--- config.mk ---
export PLATFORM = sky130hd
export DESIGN_NAME = serial_subtractor_5bit
export DESIGN_NICKNAME = d
export VERILOG_FILES = /design/src/rtl/serial_subtractor_5bit.sv
export SDC_FILE = /design/constraint.sdc
export NUM_CORES = 1
export LEC_CHECK = 0
export ABC_AREA = 1
export CAP_MARGIN = 40
export CORE_MARGIN = 2
export CORE_UTILIZATION = 50
export DETAILED_ROUTE_END_ITERATION = 10
export PLACE_DENSITY = 0.78
export SLEW_MARGIN = 30
export SYNTH_ARGS = -nofsm -noshare
export SYNTH_HDL_FRONTEND = slang
export SYNTH_SLANG_ARGS = --single-unit
--- constraint.sdc ---
create_clock -name clk -period 2.9 [get_ports clk]
set_clock_uncertainty 0.2 [all_clocks]
set_input_delay 0.29 -clock clk [delete_from_list [all_inputs] [get_ports clk]]
set_output_delay 0.29 -clock clk [all_outputs]
set_load 0.005 [all_outputs]
--- src/rtl/serial_subtractor_5bit.sv ---
// Bit-serial 5-bit subtractor: one full-subtractor cell, LSB first, one bit per clock.
// Result flags (D, Bout, V, Z) are loaded together on the last bit and held until the next completion.
//
// state | meaning
// IDLE  | waiting for start; outputs hold last result
// RUN   | one difference bit per edge, bits 0..4
// DONE  | one-cycle completion pulse; exit edge may accept the next start
module serial_subtractor_5bit (
    input  logic       clk,
    input  logic       rst,
    input  logic       start,
    input  logic [4:0] A,
    input  logic [4:0] B,
    input  logic       Bin,
    output logic [4:0] D,
    output logic       Bout,
    output logic       V,
    output logic       Z,
    output logic       busy,
    output logic       done
);

    typedef enum logic [1:0] {
        ST_IDLE = 2'd0,
        ST_RUN  = 2'd1,
        ST_DONE = 2'd2
    } state_t;

    state_t     state_q, state_d;
    logic [4:0] a_q, a_d;
    logic [4:0] b_q, b_d;
    logic [4:0] acc_q, acc_d;
    logic [4:0] d_q, d_d;
    logic [2:0] cnt_q, cnt_d;
    logic       br_q, br_d;
    logic       bout_q, bout_d;
    logic       v_q, v_d;
    logic       z_q, z_d;

    logic       a_bit;
    logic       b_bit;
    logic       d_bit;
    logic       br_next;
    logic [4:0] d_final;
    logic       accept;

    always_comb begin
        a_bit   = a_q[cnt_q];
        b_bit   = b_q[cnt_q];
        d_bit   = a_bit ^ b_bit ^ br_q;
        br_next = (~a_bit & b_bit) | (~(a_bit ^ b_bit) & br_q);
        // difference bits shift in from the MSB so bit 0 lands in place after five steps
        d_final = {d_bit, acc_q[4:1]};
        // the DONE exit edge doubles as an IDLE acceptance edge, giving a 6-cycle cadence with start held
        accept  = start && ((state_q == ST_IDLE) || (state_q == ST_DONE));
    end

    always_comb begin
        state_d = state_q;
        a_d     = a_q;
        b_d     = b_q;
        acc_d   = acc_q;
        cnt_d   = cnt_q;
        br_d    = br_q;
        d_d     = d_q;
        bout_d  = bout_q;
        v_d     = v_q;
        z_d     = z_q;

        case (state_q)
            ST_IDLE: begin
                state_d = ST_IDLE;
            end
            ST_RUN: begin
                acc_d = d_final;
                br_d  = br_next;
                if (cnt_q == 3'd4) begin
                    d_d     = d_final;
                    bout_d  = br_next;
                    v_d     = (a_q[4] != b_q[4]) && (d_final[4] != a_q[4]);
                    z_d     = (d_final == 5'd0);
                    state_d = ST_DONE;
                end else begin
                    cnt_d = cnt_q + 3'd1;
                end
            end
            ST_DONE: begin
                state_d = ST_IDLE;
            end
            default: begin
                state_d = ST_IDLE;
            end
        endcase

        if (accept) begin
            a_d     = A;
            b_d     = B;
            br_d    = Bin;
            cnt_d   = 3'd0;
            acc_d   = 5'd0;
            state_d = ST_RUN;
        end
    end

    always_ff @(posedge clk) begin
        if (rst) begin
            state_q <= ST_IDLE;
            a_q     <= 5'd0;
            b_q     <= 5'd0;
            acc_q   <= 5'd0;
            cnt_q   <= 3'd0;
            br_q    <= 1'b0;
            d_q     <= 5'd0;
            bout_q  <= 1'b0;
            v_q     <= 1'b0;
            z_q     <= 1'b0;
        end else begin
            state_q <= state_d;
            a_q     <= a_d;
            b_q     <= b_d;
            acc_q   <= acc_d;
            cnt_q   <= cnt_d;
            br_q    <= br_d;
            d_q     <= d_d;
            bout_q  <= bout_d;
            v_q     <= v_d;
            z_q     <= z_d;
        end
    end

    assign D    = d_q;
    assign Bout = bout_q;
    assign V    = v_q;
    assign Z    = z_q;
    assign busy = (state_q != ST_IDLE);
    assign done = (state_q == ST_DONE);

endmodule

### Placement view, run 1

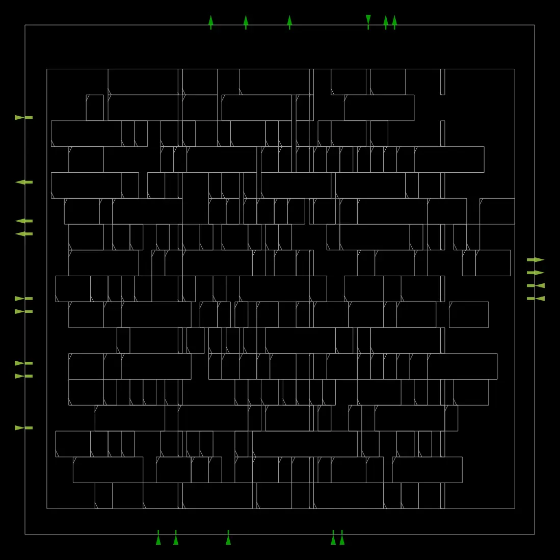
register share of the cell area: 0.366
Seq cells: 28
placement row count: 17
fill cell total of the finished layout: 195
Placeable Area: 2280 um2

### Nets reached from selected ports, run 1

Scale: 4 px per um.
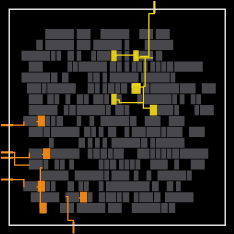
yellow -> `rst`  # bits 1, direction input, end cells 5, buffers 1, wire 51.7 um
orange -> `B`  # bits 5, direction input, end cells 5, buffers 5, wire 42.5 um

### Cells colored by class, run 1

Scale: 6 px per um.
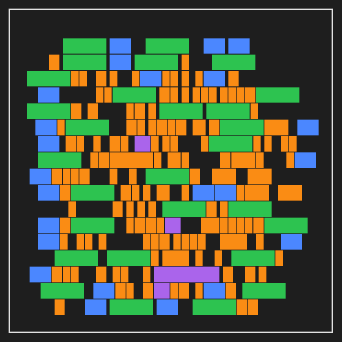
blue -> other buffers and delay cells  # cells 23, share of their area 15%
purple -> clock drivers and dummy loads  # cells 4, share of their area 3.5%
green -> flip-flops  # cells 28, share of their area 37%
orange -> all other logic  # cells 137, share of their area 44%

### M1 wires, run 1

Scale: 10 px per um. Supply wires on this layer in gray. Cells faint in the background.
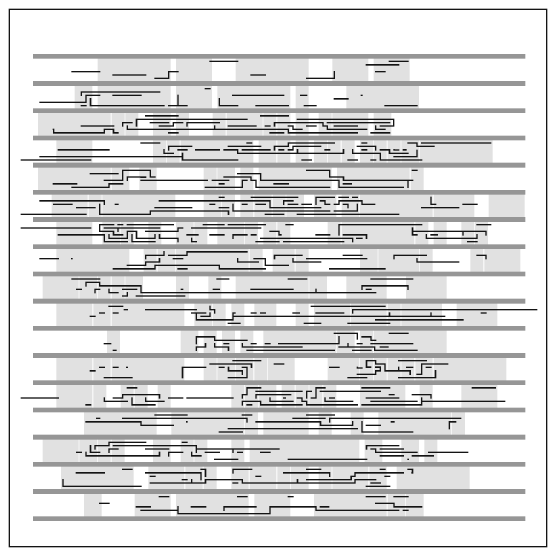
share of all routed wire = 49%
main direction = horizontal
longest straight run = 23.5 um

==> run notes, run 1 <==
yosys + openroad results -> run status=finished, final reports clean, maximum number of pins on one net before global-route repair=19, placed cells=~220, areal power density over the cells=508 nW/um2, Yosys Warn Count=0, number of inserted diodes=0, largest cell class by area=combinational gates, cell count in the Yosys report=about 170, Clock Pin Slew Worst Setup and Hold Paths=150 ps, fraction of power consumed by combinational cells=0.139, xor/xnor share of the synthesized area=0.00712, RSZ-0062 raised after global routing=false, combinational gate area=a little under 600 um2, yosys-reported design area after synthesis=~1200 um2, count of library flops with an enable pin=0, post-layout utilization of the core=0.673, overall routed net length=about 2500 um, residual DRC count=0, highest-count logic cell in the final layout=nor2_1, Detailed Routing Iterations Pass 1=4, drt via density=just over 5, total power of the final layout=between 0.0007 and 0.0008 W, Dominant combinational family=simple AND/OR/NAND/NOR gates, number of warning messages in the logs=27, Clock Root Buffer=clkbuf_4, final setup violation count=0, number of flip-flops and latches in the synthesized netlist=28, crit path max fanout=10, Max power group=sequential cells, worst hold path depth=2, Yosys top cell area share=0.456, Worst Tran Pin Value=around 480 ps, clock share of power=0.331, buffer share of cell area=0.150, Final Max-Slew Violation Tally=0, Post-Synthesis Net Count=approximately 190
==> run 1: worst max-delay path by stage <==
stage / endpoint / slack [ps] / cells after the start
2_1_floorplan: Z / 830 / 12
3_3_place_gp: Z / 810 / 11
3_5_place_dp: Z / 750 / 11
4_1_cts: Z / 730 / 11
5_1_grt: Z / 540 / 11
6_report: Z / 730 / 11
==> run 1: routing by layer <==
metal | track usage | routed length (um) | vias to the layer above
met4 | 0.0983 | 50 | 0
met5 | 0 | 0 | -
met1 | 0.282 | 1260 | 495
met2 | 0.327 | 1120 | 28
met3 | 0.0250 | 116 | 5
li1 | - | - | 578
==> run 1: critical path, delay by kind of cell, from the launching register on <==
family	cells	cell delay [ps]
AND/OR/NAND/NOR	9	810
adder cells (fa/ha/maj)	1	570
flip-flops	1	430
buffers and inverters	1	70
### Local utilization, run 1

Scale: 6 px per um. The die is cut into 11 by 11 equal tiles; dark blue is low, red is high, 0 to 100% covered.
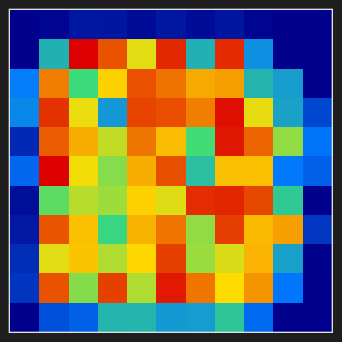

## Run 2: what changed since run 1
- clock period: 2.9 -> 2.23 ns (I/O delays scaled with it)
### Local utilization, run 2

Scale: 6 px per um. The die is cut into 11 by 11 equal tiles; dark blue is low, red is high, 0 to 100% covered.
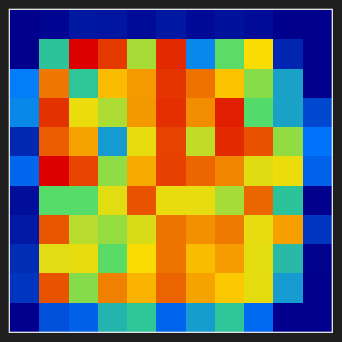
densest ninth of the die = middle
tiles over 75% full = 34%
emptiest ninth of the die = top right

### Nets reached from selected ports, run 2

Scale: 4 px per um.
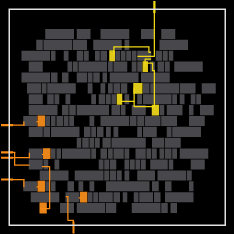
yellow -> `rst`  # bits 1, direction input, end cells 5, buffers 1, wire 58.6 um
orange -> `B`  # bits 5, direction input, end cells 5, buffers 5, wire 46.9 um

==> run 2 against run 1 <==
Effect of this change:
- setup slack worse by 620 ps
- die size unchanged
- sequential power up about 30%
- non-clock buffer count up 1
- synthesized cell count unchanged
- synthesized area unchanged
- fmax up 2.5%
- core utilization up 0.60 points
- hold slack better by 13 ps
- critical endpoint unchanged
- largest cell class unchanged
==> run notes, run 2 <==
yosys + openroad results -> number of cells on the critical path=11, cell family with the largest share of critical-path delay=simple AND/OR/NAND/NOR gates, yosys-reported design area after synthesis=approximately 1200 um2, drt via density=slightly above 5, Max Used Layer=met4, xor/xnor share of the synthesized area=0.00712, met2 Use GR=0.360, Clock Root Buffer=clkbuf_4, area growth from synthesis to layout=25.7%, wire length on met3=about 140 um, Detail Route met2 WL=around 1200 um, worst hold path depth=2, num ports=24, total routed wire length on the met1 layer=~1200 um, Top area cell types=dfxtp_1 (46%), nor2_1 (11%), nand2_1 (9.2%), number of flip-flops and latches in the synthesized netlist=28, cell count in the Yosys report=168, met1 Usage GRT=0.278, clock share of power=0.332, count of library flops with an enable pin=0, sum of buffers and inverters on the critical path=1, Dominant combinational family=simple AND/OR/NAND/NOR gates, total power of the final layout=between 0.001 and 0.0015 W, Final period util=0.950, residual DRC count=0, crit path to=Z, worst setup path class=reg2reg, fraction of power consumed by combinational cells=0.143, Max power group=sequential cells, final setup violation count=0, overall routed net length=between 2000 and 3000 um, placed cells=around 220, placement row count=17, Detailed Routing Iterations Pass 1=4, Post-Synthesis Net Count=around 190, grt met3 use=0.0333, Yosys Warn Count=0, Most Crowded Layer GR=met2, highest-count logic cell in the final layout=nor2_1, maximum number of pins on one net before global-route repair=19, crit path max fanout=7, RSZ-0062 raised after global routing=false, areal power density over the cells=~660 nW/um2, Congestion Overflow GR=0, multiplexer area fraction after synthesis=0, run status=finished, final reports clean
### Placement view, run 2

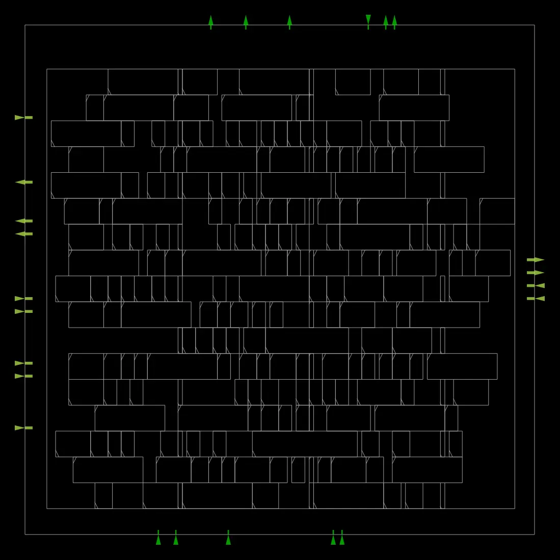
number of well-tap cells placed: 28
final cell count without fillers: 221
fill cell total of the finished layout: 201
post-layout utilization of the core: 0.679
register share of the cell area: 0.365

-- run 2: cell type report --
cell class	instances	area, um2
fill	201	729
clock buffer	3	22.5
multi-input combinational	119	589
tap	28	35.0
sequential	28	564
timing repair buffer	24	238
inverter	18	67.6
clock inverter	1	30.0
-- run 2: per-stage QoR --
step                hold slack (ps)  worst slack [ps]  area [um2]  utilization
global placement                261               142        1480        0.650
finish                          286               111        1550        0.679
detailed placement              266              71.6        1480        0.650
floorplan                      92.1               163        1230            -
global route                    302              10.7        1550        0.679
CTS                             285              17.6        1530        0.673
-- run 2: worst register-to-register path: cells and delay by family, from the launching register on --
kind                     cells  cell delay [ps]
buffers and inverters        1               60
AND/OR/NAND/NOR              9              810
flip-flops                   1              390
adder cells (fa/ha/maj)      1              560
### Cells colored by class, run 2

Scale: 6 px per um.
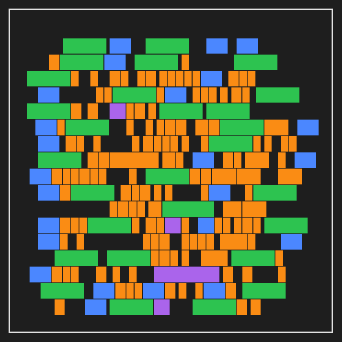

## Run 3: what changed since run 2
- CORE_MARGIN: 2 -> 3
- CTS_CLUSTER_SIZE: not set -> 12
- SLEW_MARGIN: 30 -> not set
### Cells colored by class, run 3

Scale: 6 px per um.
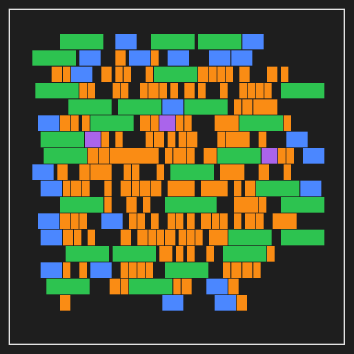
orange -> all other logic  # cells 137, share of their area 45%
green -> flip-flops  # cells 28, share of their area 38%
blue -> other buffers and delay cells  # cells 23, share of their area 16%
purple -> cells driving clock nets  # cells 3, share of their area 1.5%

### M1 wires, run 3

Scale: 8 px per um. Supply wires on this layer in gray. Cells faint in the background.
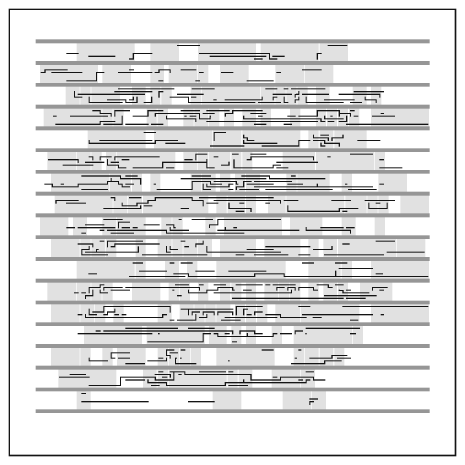
overall routed net length: 2530 um
vias post-DR: 1124
met1 Usage GRT: 0.228

==> run 3 against run 2 <==
Effect of this change:
- total power shrank 13%
- sequential share of layout area grew 0.78 points
- critical endpoint unchanged
- synthesized cell count is the same
- hold slack lost 14 ps
- critical path type unchanged
- clock-buffer cell count is the same
- largest cell class unchanged
- combinational power is essentially flat
==> run notes, run 3 <==
yosys + openroad results -> Final period util=0.956, cell count in the Yosys report=around 170, largest cell class by area=combinational gates, run status=finished, final reports clean, placement row count=17, maximum number of pins on one net before global-route repair=19, total power of the final layout=about 0.00089 W, area growth from synthesis to layout=23.1%, final setup violation count=0, design area=1510 um2, Top area cell types=dfxtp_1 (46%), nor2_1 (11%), nand2_1 (9.2%), Clock Pin Slew Worst Setup and Hold Paths=between 100 and 150 ps, Worst Tran Pin Value=about 470 ps, drt via density=5.13, post-layout utilization of the core=0.665, fill cell total of the finished layout=around 200, CLK BUF=3, residual DRC count=0, Seq cells=28, areal power density over the cells=585 nW/um2, number of warning messages in the logs=27, xor/xnor share of the synthesized area=0.00712, worst setup timing slack at the placement stage=~74 ps, wire length on met3=150 um
### Local utilization, run 3

Scale: 6 px per um. The die is cut into 11 by 11 equal tiles; dark blue is low, red is high, 0 to 100% covered.
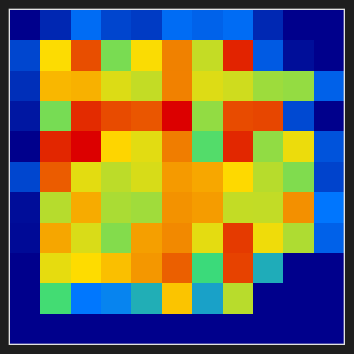
densest ninth of the die = middle
nearly empty tiles = 20%
mean over tiles = 48%
fullest tile = 100%
tiles over 75% full = 28%
emptiest ninth of the die = bottom right

run 3: critical path, cell delays in order (launching register included):
cell,delay [ps]
dfxtp_4,400
or2_2,290
nand3_1,70
nand2_1,50
nand2_1,50
nand2_1,70
fa_2,590
inv_1,60
nand3_1,80
nor2_1,50
nor2_1,80
nor2_1,40
run 3: worst max path at each step:
| stage | cells after the start | startpoint | end | slack [ps] |
|---|---|---|---|---|
| floorplan | 12 | cnt_q[0] | Z | 160 |
| global placement | 11 | cnt_q[0] | Z | 150 |
| detailed placement | 11 | cnt_q[0] | Z | 70 |
| CTS | 11 | cnt_q[0] | Z | 50 |
| global route | 11 | cnt_q[0] | Z | 2 |
| finish | 11 | cnt_q[0] | Z | 100 |
No activity file was given, so power comes from the tool's default toggle rates.
